Design det_event_logger, sky130hd; sources not shown.
run_1/placed.png
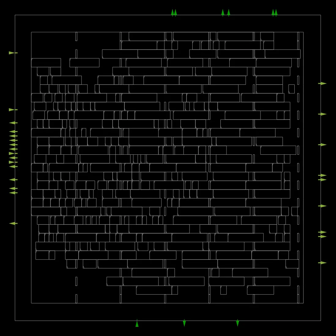
seq_cells: 96
flop share of the area: 55.3%
CORE AREA: 7140 µm²
Row Count: 31
# Taps: 99

run_1/sizing.png
Bar = 20 µm.
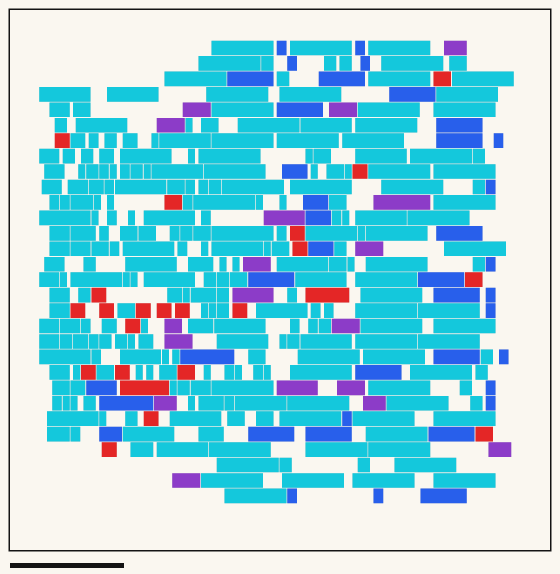
Key: x3 and x4 = red [cells 23, share 6.7%]; x2 = blue [cells 39, share 11%]; x6 and larger = purple [cells 18, share 5.3%]; x1 and smaller = cyan [cells 261, share 77%]
Final WS setup: 226 ps
P&R area growth vs syn: 17.3%

run_1/clock_wires.png
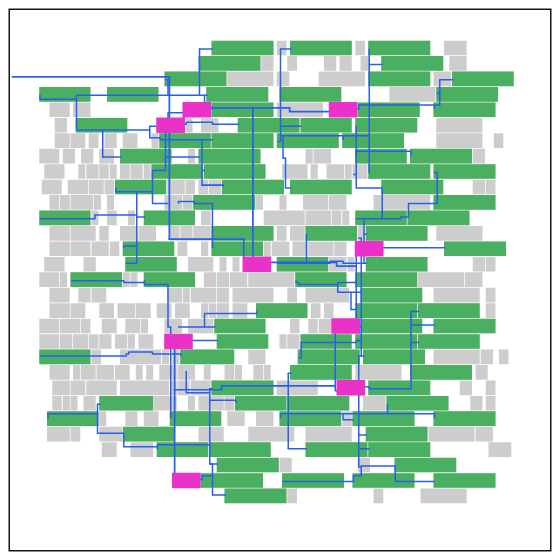
Key: flip-flops = green [count 96]; clock-net drivers = magenta [count 9]; clock wires = blue [length 1000 µm]
There are 10 routed clock nets.
clock share of power: 21.2%
Clock Skew: 7.46 ps
Clock Power: 870 µW

==> ci_impl_report.md, run 1 <==
### Metrics collected by this job

| Metric | Value |
|---|---|
| CP delay by family, top | simple AND/OR/NAND/NOR gates |
| Met3 Usage GRT | between 4 and 5% |
| Cts bufs inserted | 9 |
| Met1 wire length | between 3 and 4 mm |
| Vias in the first global route | 2545 |
| Fmax | 0.430 GHz |
| Post-synth ARST share | 33.3% |
| Nonclk buf count | 54 |
| Unrepaired setup endpoints after global routing | yes |
| Clk Latency, worst-skew pair | about 350 ps |
| Peak supply drop | 626 µV |
| CTS max path bufs | 2 |
| Status | completed |
| TritonCTS Sinks | between 90 and 100 |
| Pre-CTS setup slack | -105 ps |
| Levels on crit path | 9 |
| Die span in y | roughly 95 µm |
| Nets | 348 |
| I/O pin count | 34 |
| Crit path launch type | primary input |
| CP max stage delay | between 500 and 600 ps |
| Leak | 0.00182 µW |
| Leading cell kind | registers |
| Seq share, synth | 64.8% |
| Flop-to-flop setup slack | around 300 ps |
| Seq power | between 1500 and 2000 µW |
| Cell area after synthesis | 4200 µm² |
| Largest cells by area | edfxtp_1 46%, dfrtp_1 19%, mux4_2 8.6% |
| Fin Setup TNS | 0 ps |
| Yosys Warn Count | 0 |
| Hold-fix buffers at CTS | 0 |
| XOR-XNOR Cells, Area Fraction | 3.55% |
| Internal Pwr Total | roughly 2900 µW |
| Post-DP HPWL | ~4.8 mm |
| Layout Utilization | around 69% |
| Max FO, Critical Path | 4 |
| Period utilisation layout | between 90% and 100% |
| Max FFs per register | 64 |
| Initial antenna violation count | 0 |
| Fa+ha+maj area frac | roughly 2.3% |
| Die width | 95.1 µm |
| Top cells excl fill/tap | 64 x edfxtp_1, 30 x dfrtp_1, 28 x nor2_1, 18 x and2_1 |
--- run 2 (diff from run 1) ---
Settings changed: RECOVER_POWER set to 25.
run_2/ff_map.png
Other sequential cells in the stronger grey, the rest of the logic in the fainter grey.
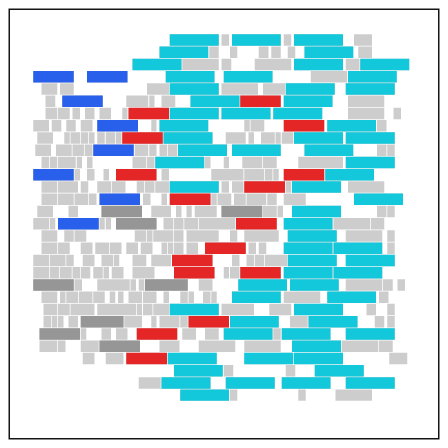
Key: ts_cnt = red [placed flops 16]; evt_count = blue [placed flops 8]; mem = cyan [placed flops 64]
Another 8 sequential cells are not coloured.
Reg area: 2730 µm²
Layout Utilization: 69.0%
Seq power: 1820 µW

run_2/placed.png
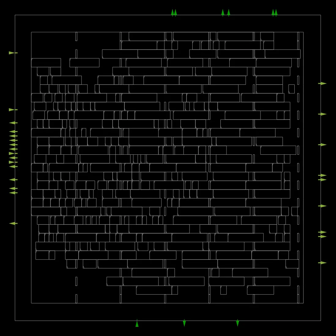
Post-Layout Cell Count: 440
filler instances: 495

==> run 2 against run 1 <==
Sequential share of layout area unchanged. Clock skew unchanged. Via count unchanged. Sequential power about the same. Final cell count unchanged. Register-to-register slack about the same. Combinational power about the same. Hold slack unchanged.
==> ci_impl_report.md, run 2 <==
### Metrics collected by this job

| Metric | Value |
|---|---|
| TritonCTS Sinks | 96 (unchanged) |
| Row Count | 31 (unchanged) |
| Number of enable flip-flop cells | about 64 |
| Post-CTS Resized | approximately 52 |
| Switching part of the total | between 20% and 30% |
| Period utilisation layout | 91.1% (unchanged) |
| Multi-input gates | around 170 |
| Initial antenna violation count | 0 (unchanged) |
| Kind of critical path | primary input to register |
| Unrepaired setup endpoints after global routing | yes |
| Vias/cell | 5.56 |
| Ant. Diodes | 0 |
| P&R area growth vs syn | 17.3% (unchanged) |
| Flop share of the area | 55.3% (unchanged) |
| Placed cell area | ~4700 µm² |
| Met1 Usage GRT | 25.1% |
| Fmax | 0.430 GHz (unchanged) |
| Via count | between 2k and 2.5k |
| Max transition margin | between 40% and 50% |
| Largest cells by area | edfxtp_1 46%, dfrtp_1 19%, mux4_2 8.6% |
| Cts bufs inserted | 9 (unchanged) |
| Clk Latency, worst-skew pair | 350 ps (about the same) |
| Nonclk buf count | 54 (unchanged) |
| Synth cell types | 44 |
| I/O pin count | 34 (unchanged) |
| CP delay by family, top | simple AND/OR/NAND/NOR gates |
| Top-count cell post-synth | edfxtp_1 |
| Yosys Warn Count | 0 (unchanged) |
| Nets | 348 (unchanged) |
| Met3 Usage GRT | 4.97% (unchanged) |
| XOR-XNOR Cells, Area Fraction | 3.55% (unchanged) |
| Vias in the first global route | 2545 (unchanged) |
| CTS max path bufs | 2 (unchanged) |
| Fin Setup TNS | 0 ps (unchanged) |
| Status | completed |
| Post-synth top area cell | edfxtp_1 |
| Critical Path, Cell by Cell | clkdlybuf4s50_1 -> nor4b_4 -> nor2_1 -> o21a_1 -> fa_1 -> or3b_1 -> o21ai_0 -> nand2b_1 -> a31oi_1 |
| Seq_cells | 96 (unchanged) |
| Syn_area_per_cell | between 10 and 15 µm² |
| Peak supply drop | 626 µV (unchanged) |
| Final Hold Violation Tally | 0 |
| Post-DP HPWL | 4.84 mm (unchanged) |
| Pre-CTS setup slack | -105 ps (unchanged) |
| Worst EP arrival | between 2000 and 3000 ps |
| Final instance area | 4930 µm² |
| CTS tree | built |
| Signal buf overhead | 9.83% |
| Internal Pwr Total | 2890 µW (unchanged) |
| Slew Limit Fails | 0 |
| Dpl cells | around 420 |
| Complex Gates by Area | about 3.7% |
| Final WS setup | 226 ps (unchanged) |
| Die width | 95.1 µm (unchanged) |
| Clock Skew | 7.46 ps (unchanged) |
| Levels on crit path | 9 (unchanged) |
| Flop-to-flop setup slack | 300 ps (about the same) |
| # Taps | 99 (unchanged) |
| Seq share, synth | 64.8% (unchanged) |
| Cell area after synthesis | 4200 µm² (unchanged) |
| DR top layer | met4 |
| Max FO, Critical Path | 4 (unchanged) |
| Leak | 0.00182 µW (unchanged) |
| Clock share of power | 21.2% (about the same) |
| Met1 wire length | 3.24 mm (unchanged) |
| Tot Pwr | about 4000 µW |
| Post-synth ARST share | 33.3% (unchanged) |
| Logic area | between 1000 and 1500 µm² |
| CORE AREA | 7140 µm² (unchanged) |
| CP max stage delay | 510 ps (about the same) |
| Hold-fix buffers at CTS | 0 (unchanged) |
| Die span in y | 95.1 µm (unchanged) |
| Synth top area share | 45.8% |
| Clock Power | 870 µW (about the same) |
| Root Driver | clkbuf_8 |
| Syn Inst Count | approximately 280 |
| Clock network share of area | approximately 3.5% |
| First-pass GRT wire length | ~13 mm |
| Simple-Gate Fraction of Synth Area | 14.1% |
| Leading cell kind | registers |
| Seq cells post-synth | roughly 96 |
| Fa+ha+maj area frac | 2.26% (unchanged) |
| Crit path launch type | primary input |
| Gr usage total | around 20% |
| Top cells excl fill/tap | 64 x edfxtp_1, 30 x dfrtp_1, 28 x nor2_1, 18 x and2_1 |
| Non-clk invs | 6 |
| Max FFs per register | 64 (unchanged) |
Power and IR drop assume default switching activity.
